[config.mk]
export PLATFORM = sky130hd
export DESIGN_NAME = tug_game_ctrl
export DESIGN_NICKNAME = d
export VERILOG_FILES = /design/src/rtl/tug_game_ctrl.sv
export SDC_FILE = /design/constraint.sdc
export NUM_CORES = 1
export LEC_CHECK = 0
export CAP_MARGIN = 15
export CORE_MARGIN = 4
export CORE_UTILIZATION = 45
export DETAILED_ROUTE_END_ITERATION = 8
export PLACE_DENSITY_LB_ADDON = 0.2
export REMOVE_ABC_BUFFERS = 1
export SKIP_LAST_GASP = 1
export SYNTH_ARGS = -nofsm -noshare
export SYNTH_HDL_FRONTEND = slang
export SYNTH_SLANG_ARGS = --single-unit
[constraint.sdc]
create_clock -name clk -period 3.1 [get_ports clk]
set_clock_uncertainty 0.05 [all_clocks]
set_input_delay 0.62 -clock clk [delete_from_list [all_inputs] [get_ports clk]]
set_output_delay 0.62 -clock clk [all_outputs]
set_load 0.01 [all_outputs]
[src/rtl/tug_game_ctrl.sv]
// Tug-of-war game controller: button conditioning, countdown sequencing, live play
// and win-screen hold. Drives a registered 6-bit screen code for the display stage.
module tug_game_ctrl #(
  parameter int unsigned TICK_DIV  = 12000000,
  parameter int unsigned START_POS = 23,
  parameter int unsigned P1_WIN    = 16,
  parameter int unsigned P2_WIN    = 30,
  parameter int unsigned WIN_HOLD  = 8
) (
  input  logic       clk,
  input  logic       reset,
  input  logic       p1_btn,
  input  logic       p2_btn,
  input  logic       start_btn,
  output logic [5:0] screen,
  output logic [1:0] winner,
  output logic       playing
);

  localparam int unsigned TW = (TICK_DIV > 1) ? $clog2(TICK_DIV) : 1;
  localparam int unsigned HW = (WIN_HOLD > 0) ? $clog2(WIN_HOLD + 1) : 1;

  localparam logic [TW-1:0] TickLast = TW'(TICK_DIV - 1);
  localparam logic [HW-1:0] HoldLast = HW'(WIN_HOLD);
  localparam logic [5:0]    ScrStart = 6'(START_POS);
  localparam logic [5:0]    ScrP1    = 6'(P1_WIN);
  localparam logic [5:0]    ScrP2    = 6'(P2_WIN);
  localparam logic [5:0]    ScrGo    = 6'd31;
  localparam logic [5:0]    ScrOne   = 6'd32;
  localparam logic [5:0]    ScrTwo   = 6'd33;
  localparam logic [5:0]    ScrThree = 6'd34;

  typedef enum logic [2:0] {
    StIdle, StCd3, StCd2, StCd1, StGo, StPlay, StWin1, StWin2
  } state_e;

  state_e        state;
  logic [2:0]    p1_sync, p2_sync, st_sync;
  logic [TW-1:0] tick_cnt;
  logic [HW-1:0] hold_cnt;
  logic          p1_press, p2_press, start_press, tick;
  logic [5:0]    next_pos;
  logic [HW-1:0] hold_inc;

  // Bits [1:0] form the synchroniser; bit 2 is the edge-detect history flop.
  always_ff @(posedge clk or negedge reset) begin
    if (!reset) begin
      p1_sync <= '0;
      p2_sync <= '0;
      st_sync <= '0;
    end else begin
      p1_sync <= {p1_sync[1:0], p1_btn};
      p2_sync <= {p2_sync[1:0], p2_btn};
      st_sync <= {st_sync[1:0], start_btn};
    end
  end

  assign p1_press    = p1_sync[1] & ~p1_sync[2];
  assign p2_press    = p2_sync[1] & ~p2_sync[2];
  assign start_press = st_sync[1] & ~st_sync[2];
  assign tick        = (tick_cnt == TickLast);
  assign hold_inc    = hold_cnt + HW'(1);

  always_comb begin
    next_pos = screen;
    if (p1_press && !p2_press) begin
      next_pos = screen - 6'd1;
    end else if (p2_press && !p1_press) begin
      next_pos = screen + 6'd1;
    end
  end

  // Every state change also clears tick_cnt so each timed state spans TICK_DIV cycles.
  always_ff @(posedge clk or negedge reset) begin
    if (!reset) begin
      state    <= StIdle;
      screen   <= ScrStart;
      winner   <= 2'b00;
      playing  <= 1'b0;
      tick_cnt <= '0;
      hold_cnt <= '0;
    end else begin
      tick_cnt <= tick ? '0 : tick_cnt + TW'(1);
      unique case (state)
        StIdle: begin
          if (start_press) begin
            state    <= StCd3;
            screen   <= ScrThree;
            tick_cnt <= '0;
          end
        end
        StCd3: begin
          if (tick) begin
            state  <= StCd2;
            screen <= ScrTwo;
          end
        end
        StCd2: begin
          if (tick) begin
            state  <= StCd1;
            screen <= ScrOne;
          end
        end
        StCd1: begin
          if (tick) begin
            state  <= StGo;
            screen <= ScrGo;
          end
        end
        StGo: begin
          if (tick) begin
            state   <= StPlay;
            screen  <= ScrStart;
            playing <= 1'b1;
          end
        end
        StPlay: begin
          screen <= next_pos;
          if (next_pos == ScrP1) begin
            state    <= StWin1;
            winner   <= 2'b01;
            playing  <= 1'b0;
            tick_cnt <= '0;
          end else if (next_pos == ScrP2) begin
            state    <= StWin2;
            winner   <= 2'b10;
            playing  <= 1'b0;
            tick_cnt <= '0;
          end
        end
        StWin1, StWin2: begin
          if (start_press || (tick && hold_inc == HoldLast)) begin
            state    <= StIdle;
            screen   <= ScrStart;
            winner   <= 2'b00;
            hold_cnt <= '0;
            tick_cnt <= '0;
          end else if (tick) begin
            hold_cnt <= hold_inc;
          end
        end
        default: begin
          state    <= StIdle;
          screen   <= ScrStart;
          winner   <= 2'b00;
          playing  <= 1'b0;
          hold_cnt <= '0;
          tick_cnt <= '0;
        end
      endcase
    end
  end

endmodule

==> CHANGELOG.md, run 1 <==
### Metrics

* Max Used Layer: met4
* Int Pwr at 1.42 mW
* Row cnt at 28
* Sw frac at 0.388
* Gr ovfl total at 0
* MI comb cells at 223
* Yosys adder share at 0.0230
* Pwr top: registers
* WS Path Type: reg2reg
* Reg2Reg Depth at 10
* Critical path depth at 10
* Layout Nets at 317
* Register share of total power at 0.404
* Reg-to-reg setup timing slack at 330 ps
* Met2 Resource Use GR at 0.237
* Pre-Place Util at 0.462
* Sequential Area at 1230 um2
* Ys flops at 49
* Drt pass-1 iters at 4
* Max transition margin at 0.645
* Core Box Area at 5890 um2
* IO buf count at 13
* Met3 Routed Length at 171 um
* CP Max Fanout at 24
* WHS at 232 ps
* Final Cycle Share at 0.894
* Worst Setup Start Kind: flop
* Max reg flops at 24
* Final Cell Area at 3040 um2
* CP Capture Point: tick_cnt[3]$_DFF_PN0_
* Top Ports at 14
* Synth top area cells: dfrtp_1 41%, xnor2_1 4.8%, dfstp_2 3.9%
* Remaining DRCs at 0
* XOR Share, Synth at 0.0838
* Root buffer cell: clkbuf_8
* RSZ-0062 raised after global routing: false
* Final core occ at 0.516
* Routed Antenna Nets at 0
* Clock transition at path regs at 90 ps
* Cell count after synthesis at 293
* Most numerous logic cell after layout: dfrtp_1
* Post-synthesis cell count from yosys at 293
* Post-Route Setup TNS at 0 ps
* Seq. pwr at 0.939 mW
* Placed Instances at 375
* Via count at 2,117
* Via density at 5.53
* Placed cell areas at 2920 um2
* And+or+nand+nor area frac at 0.245
* Total GRT Usage at 0.162
* Met2 WL post-DR at 2450 um
* Netlist cell types at 47
* Max Cap Viol at 0
* Clock Power Share at 0.207
* Main logic family: simple AND/OR/NAND/NOR gates
* MUX area fraction at 0
* Synthesis area per yosys at 2720 um2
* Largest regs: tick_cnt x24, screen x6, hold_cnt x4
* Number of instances resized during post-cts repair at 0
* Max incr delay on CP at 590 ps
* Worst path required time at 3230 ps
* DP Worst Slack at 376 ps
* Pwr/cell area at 766 nW/um2
* Non-clock buffer share at 0.0536
* Logic share of the area at 0.458
* Ys flop type: dfrtp_1
* Worst VDD drop at 0.370 mV
* EDFF count, synth at 0
* H-tree levels at 2
* Top-area cell share at 0.414
* Post-CTS Hold Fix Bufs at 0
* DPL Wire Length at 3870 um
* Ant diodes at 0
* Number of tapcells at 75
* Reg with most FFs: tick_cnt
* Hold Path Class: in2async
* First-pass GRT wire length at 9640 um
* Gate power share at 0.389
* Wire length per cell at 14.4 um
* Seq/total area at 0.405
* Area Overhead vs Synth at 11.7%
* Crit path max-delay family: AND-OR/OR-AND gates
* Clk ins delay skew pair at 300 ps
* Synth Warn # at 0
* Total routed wirelength at 5500 um
* CP cell instances: inv_1 > ha_1 > nor3b_1 > a211oi_1 > a31oi_1 > and3_1 > o22ai_2 > a211oi_4 > buf_4 > nor3_1
* Chip Width at 85.7 um
* DR iter-0 viols at 151
* Critical Path AT at 2900 ps
* Worst path bufs/invs at 2
* Crit-path slowest cell: dfstp_2
* GRT busiest layer: met1
* Top class by area: logic gates
* Critical Path Sink Type: flop
* Die ar. at 7350 um2
* Max-slew violations at 0
* Final Setup Violations at 0
* Synth top cells by count: 45 x dfrtp_1, 24 x nand2_1, 24 x nor2_1
* Fmax achieved at 0.361 GHz
* Via count of the first global-routing pass at 1,995
* GR Util met3 at 0.0336
* Sw Pwr at 0.904 mW
* Met1 Use GR at 0.239
* Setup Buffers After CTS at 0
* Initial antenna violation count at 0
* TritonCTS Buffers at 5
* Cell Area, Synth at 2720 um2
* CTS tree: done
* Largest net degree at the start of global routing at 25
* Clock period minus worst slack at 2770 ps
* Share of layout cells above drive strength 1 at 0.0877
* Comb group at 0.906 mW
* RD Place Congestion at 0.859
* LEAKAGE at 1.28 nW
* Outcome: completed
* Avg Inst Size Synth at 9.28 um2
* Most frequent cells in the layout: 45 x dfrtp_1, 24 x nand2_1, 24 x nor2_1
* Worst Setup Slack, final at 330 ps
* Buffers excl. clock at 18
* Final Non-Filler Cells at 383
* Tool warnings at 27
Fig. 1: run 1, signal metal coverage by tile
The bar under the picture is 20 um long. 17 x 17 tiles, from dark purple (low) to yellow (high), scaled to the fullest tile. Values are wire area over tile area, all layers added.
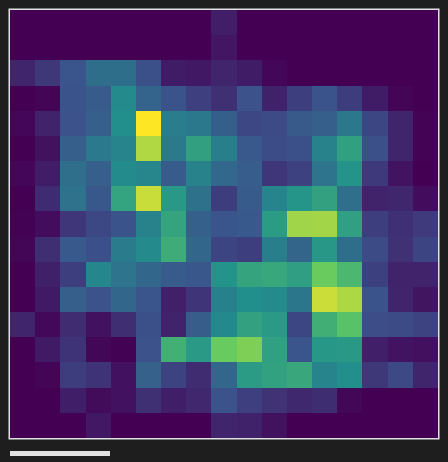
fullest tile: 0.51
nearly empty tiles: 27%
tiles over half the peak: 14%
densest ninth of the die: center
mean over tiles: 0.12

Fig. 2: run 1, the clock network
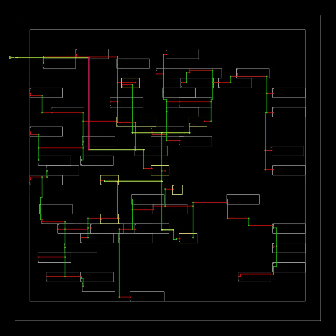
clock network power: 0.482 mW
FF+latch count: 49
Sink Count: 49
CLK BUF: 6

Fig. 3: run 1, signal wires on met3
The bar under the picture is 20 um long.
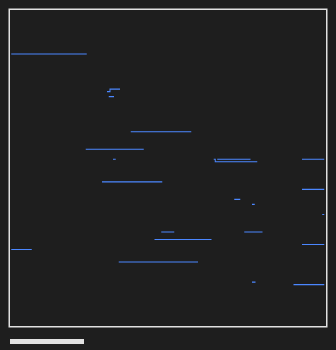
wire length on this layer: 171 um
longest straight run: 21.2 um
share of all routed wire: 3.1%

==> inputs of run 2 (changes only) <==
- GPL_TIMING_DRIVEN: default -> 0
Fig. 4: run 2, the clock network
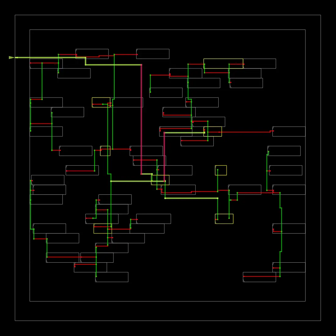
CLK BUF: 5
clk ins delay skew pair: 310 ps
clock network power: 0.464 mW
TritonCTS Buffers: 5

==> CHANGELOG.md, run 2 <==
### Metrics

* Outcome: completed
* H-tree levels at 2
* Max incr delay on CP at 580 ps
* Avg Inst Size Synth at 9.28 um2
* Setup Buffers After CTS at 2
* Buffers excl. clock at 18
* Placed cell areas at 2910 um2
* Post-CTS Hold Fix Bufs at 0
* Tool warnings at 27
* AO/OA Area Share at 0.160
* GR Util met3 at 0.0403
* LEAKAGE at 1.30 nW
* Clock period minus worst slack at 2750 ps
* Synth Warn # at 0
* WS Path Type: reg2reg
* IO buf count at 13
* Seq. pwr at 0.960 mW
* Max Cap Viol at 0
* Final Cycle Share at 0.887
* Root buffer cell: clkbuf_8
* FF+latch count at 49
* Routed Antenna Nets at 0
* Post-Route Setup TNS at 0 ps
* Crit path max-delay family: AND-OR/OR-AND gates
* Largest net degree at the start of global routing at 34
* Row cnt at 28
* Top Ports at 14
* Final Setup Violations at 0
* WHS at 175 ps
* Critical path depth at 10
* Number of instances resized during post-cts repair at 1
* Int Pwr at 1.45 mW
* EDFF count, synth at 0
* Clock transition at path regs at 90 ps
* Top-area cell share at 0.414
* Remaining DRCs at 0
* CP Capture Point: tick_cnt[1]$_DFF_PN0_
* Worst VDD drop at 0.445 mV
* Via count at 2,181
* Largest regs: tick_cnt x24, screen x6, hold_cnt x4
* Logic share of the area at 0.456
* Share of layout cells above drive strength 1 at 0.0906
* Total routed wirelength at 5670 um
* CP Max Fanout at 11
* Gate power share at 0.401
* Comb group at 0.954 mW
* Sink Count at 49
* Met1 Use GR at 0.241
* Clock Power Share at 0.195
* Synthesis area per yosys at 2720 um2
* MUX area fraction at 0
* Cell count after synthesis at 293
* Final Non-Filler Cells at 384
* Via density at 5.68
* Initial antenna violation count at 0
* Die ar. at 7350 um2
* Max Used Layer: met4
* Total GRT Usage at 0.168
* CTS tree: done
* DPL Wire Length at 3820 um
* Max-slew violations at 0
* Seq/total area at 0.398
* Pwr top: registers
* Placed Instances at 372
* Ant diodes at 0
* Crit-path slowest cell: dfstp_2
* Area Overhead vs Synth at 14.0%
* Cell Area, Synth at 2720 um2
* Hold Path Class: in2async
* Ys flops at 49
* First-pass GRT wire length at 9760 um
* Post-synthesis cell count from yosys at 293
* RSZ-0062 raised after global routing: false
* Drt pass-1 iters at 4
* Max reg flops at 24
* Cell type with the largest total area: dfrtp_1
* Ys flop type: dfrtp_1
* Pre-Place Util at 0.462
* GRT busiest layer: met2
* CP cell instances: inv_1 > ha_1 > nor3b_1 > a211oi_1 > a31oi_1 > and3_1 > o22ai_2 > a211oi_4 > buf_12 > nor3b_1
* Reg2Reg Depth at 10
* Gr ovfl total at 0
* Met2 Resource Use GR at 0.255
* MI comb cells at 224
* Most numerous logic cell after layout: dfrtp_1
* Max transition margin at 0.662
* Worst Setup Slack, final at 351 ps
* Core Box Area at 5890 um2
* Met2 WL post-DR at 2660 um
* Netlist cell types at 47
* DR iter-0 viols at 188
* Fmax achieved at 0.364 GHz
* Pwr/cell area at 768 nW/um2
* RD Place Congestion at 0.846
* Yosys adder share at 0.0230
* Wire length per cell at 14.8 um
* Non-clock buffer share at 0.0671
* Reg with most FFs: tick_cnt
* Worst path required time at 3250 ps
* DP Worst Slack at -397 ps
* Main logic family: simple AND/OR/NAND/NOR gates
* Reg-to-reg setup timing slack at 350 ps
* Register share of total power at 0.404
* Critical Path AT at 2900 ps
* Layout Nets at 318
* XOR Share, Synth at 0.0838
* And+or+nand+nor area frac at 0.245
* Fillers at 556
* Sw Pwr at 0.931 mW
* Most frequent cells in the layout: 45 x dfrtp_1, 24 x nand2_1, 24 x nor2_1
* Sequential Area at 1230 um2
* Sequential share of the synthesized area at 0.453
* Top class by area: logic gates
* Worst Setup Start Kind: flop
* Final core occ at 0.526
* Chip Width at 85.7 um
* Final Cell Area at 3100 um2
* Via count of the first global-routing pass at 1,973
* Worst path bufs/invs at 2
* Met3 Routed Length at 238 um
* Number of tapcells at 75
* Synth top cells by count: 45 x dfrtp_1, 24 x nand2_1, 24 x nor2_1
* Synth top area cells: dfrtp_1 41%, xnor2_1 4.8%, dfstp_2 3.9%
Fig. 5: run 2, signal metal coverage by tile
The bar under the picture is 20 um long. 17 x 17 tiles, from dark purple (low) to yellow (high), scaled to the fullest tile. Values are wire area over tile area, all layers added.
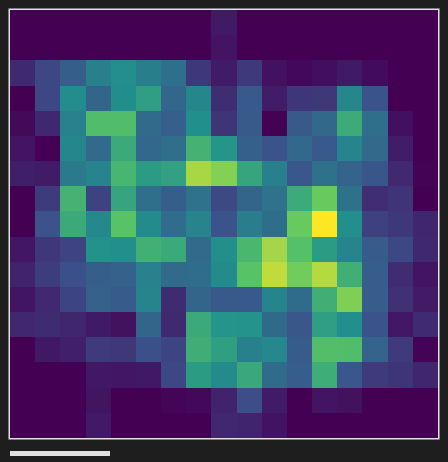
mean over tiles: 0.12
fullest tile: 0.48
tiles over half the peak: 16%
nearly empty tiles: 25%

Power and IR drop assume default switching activity.
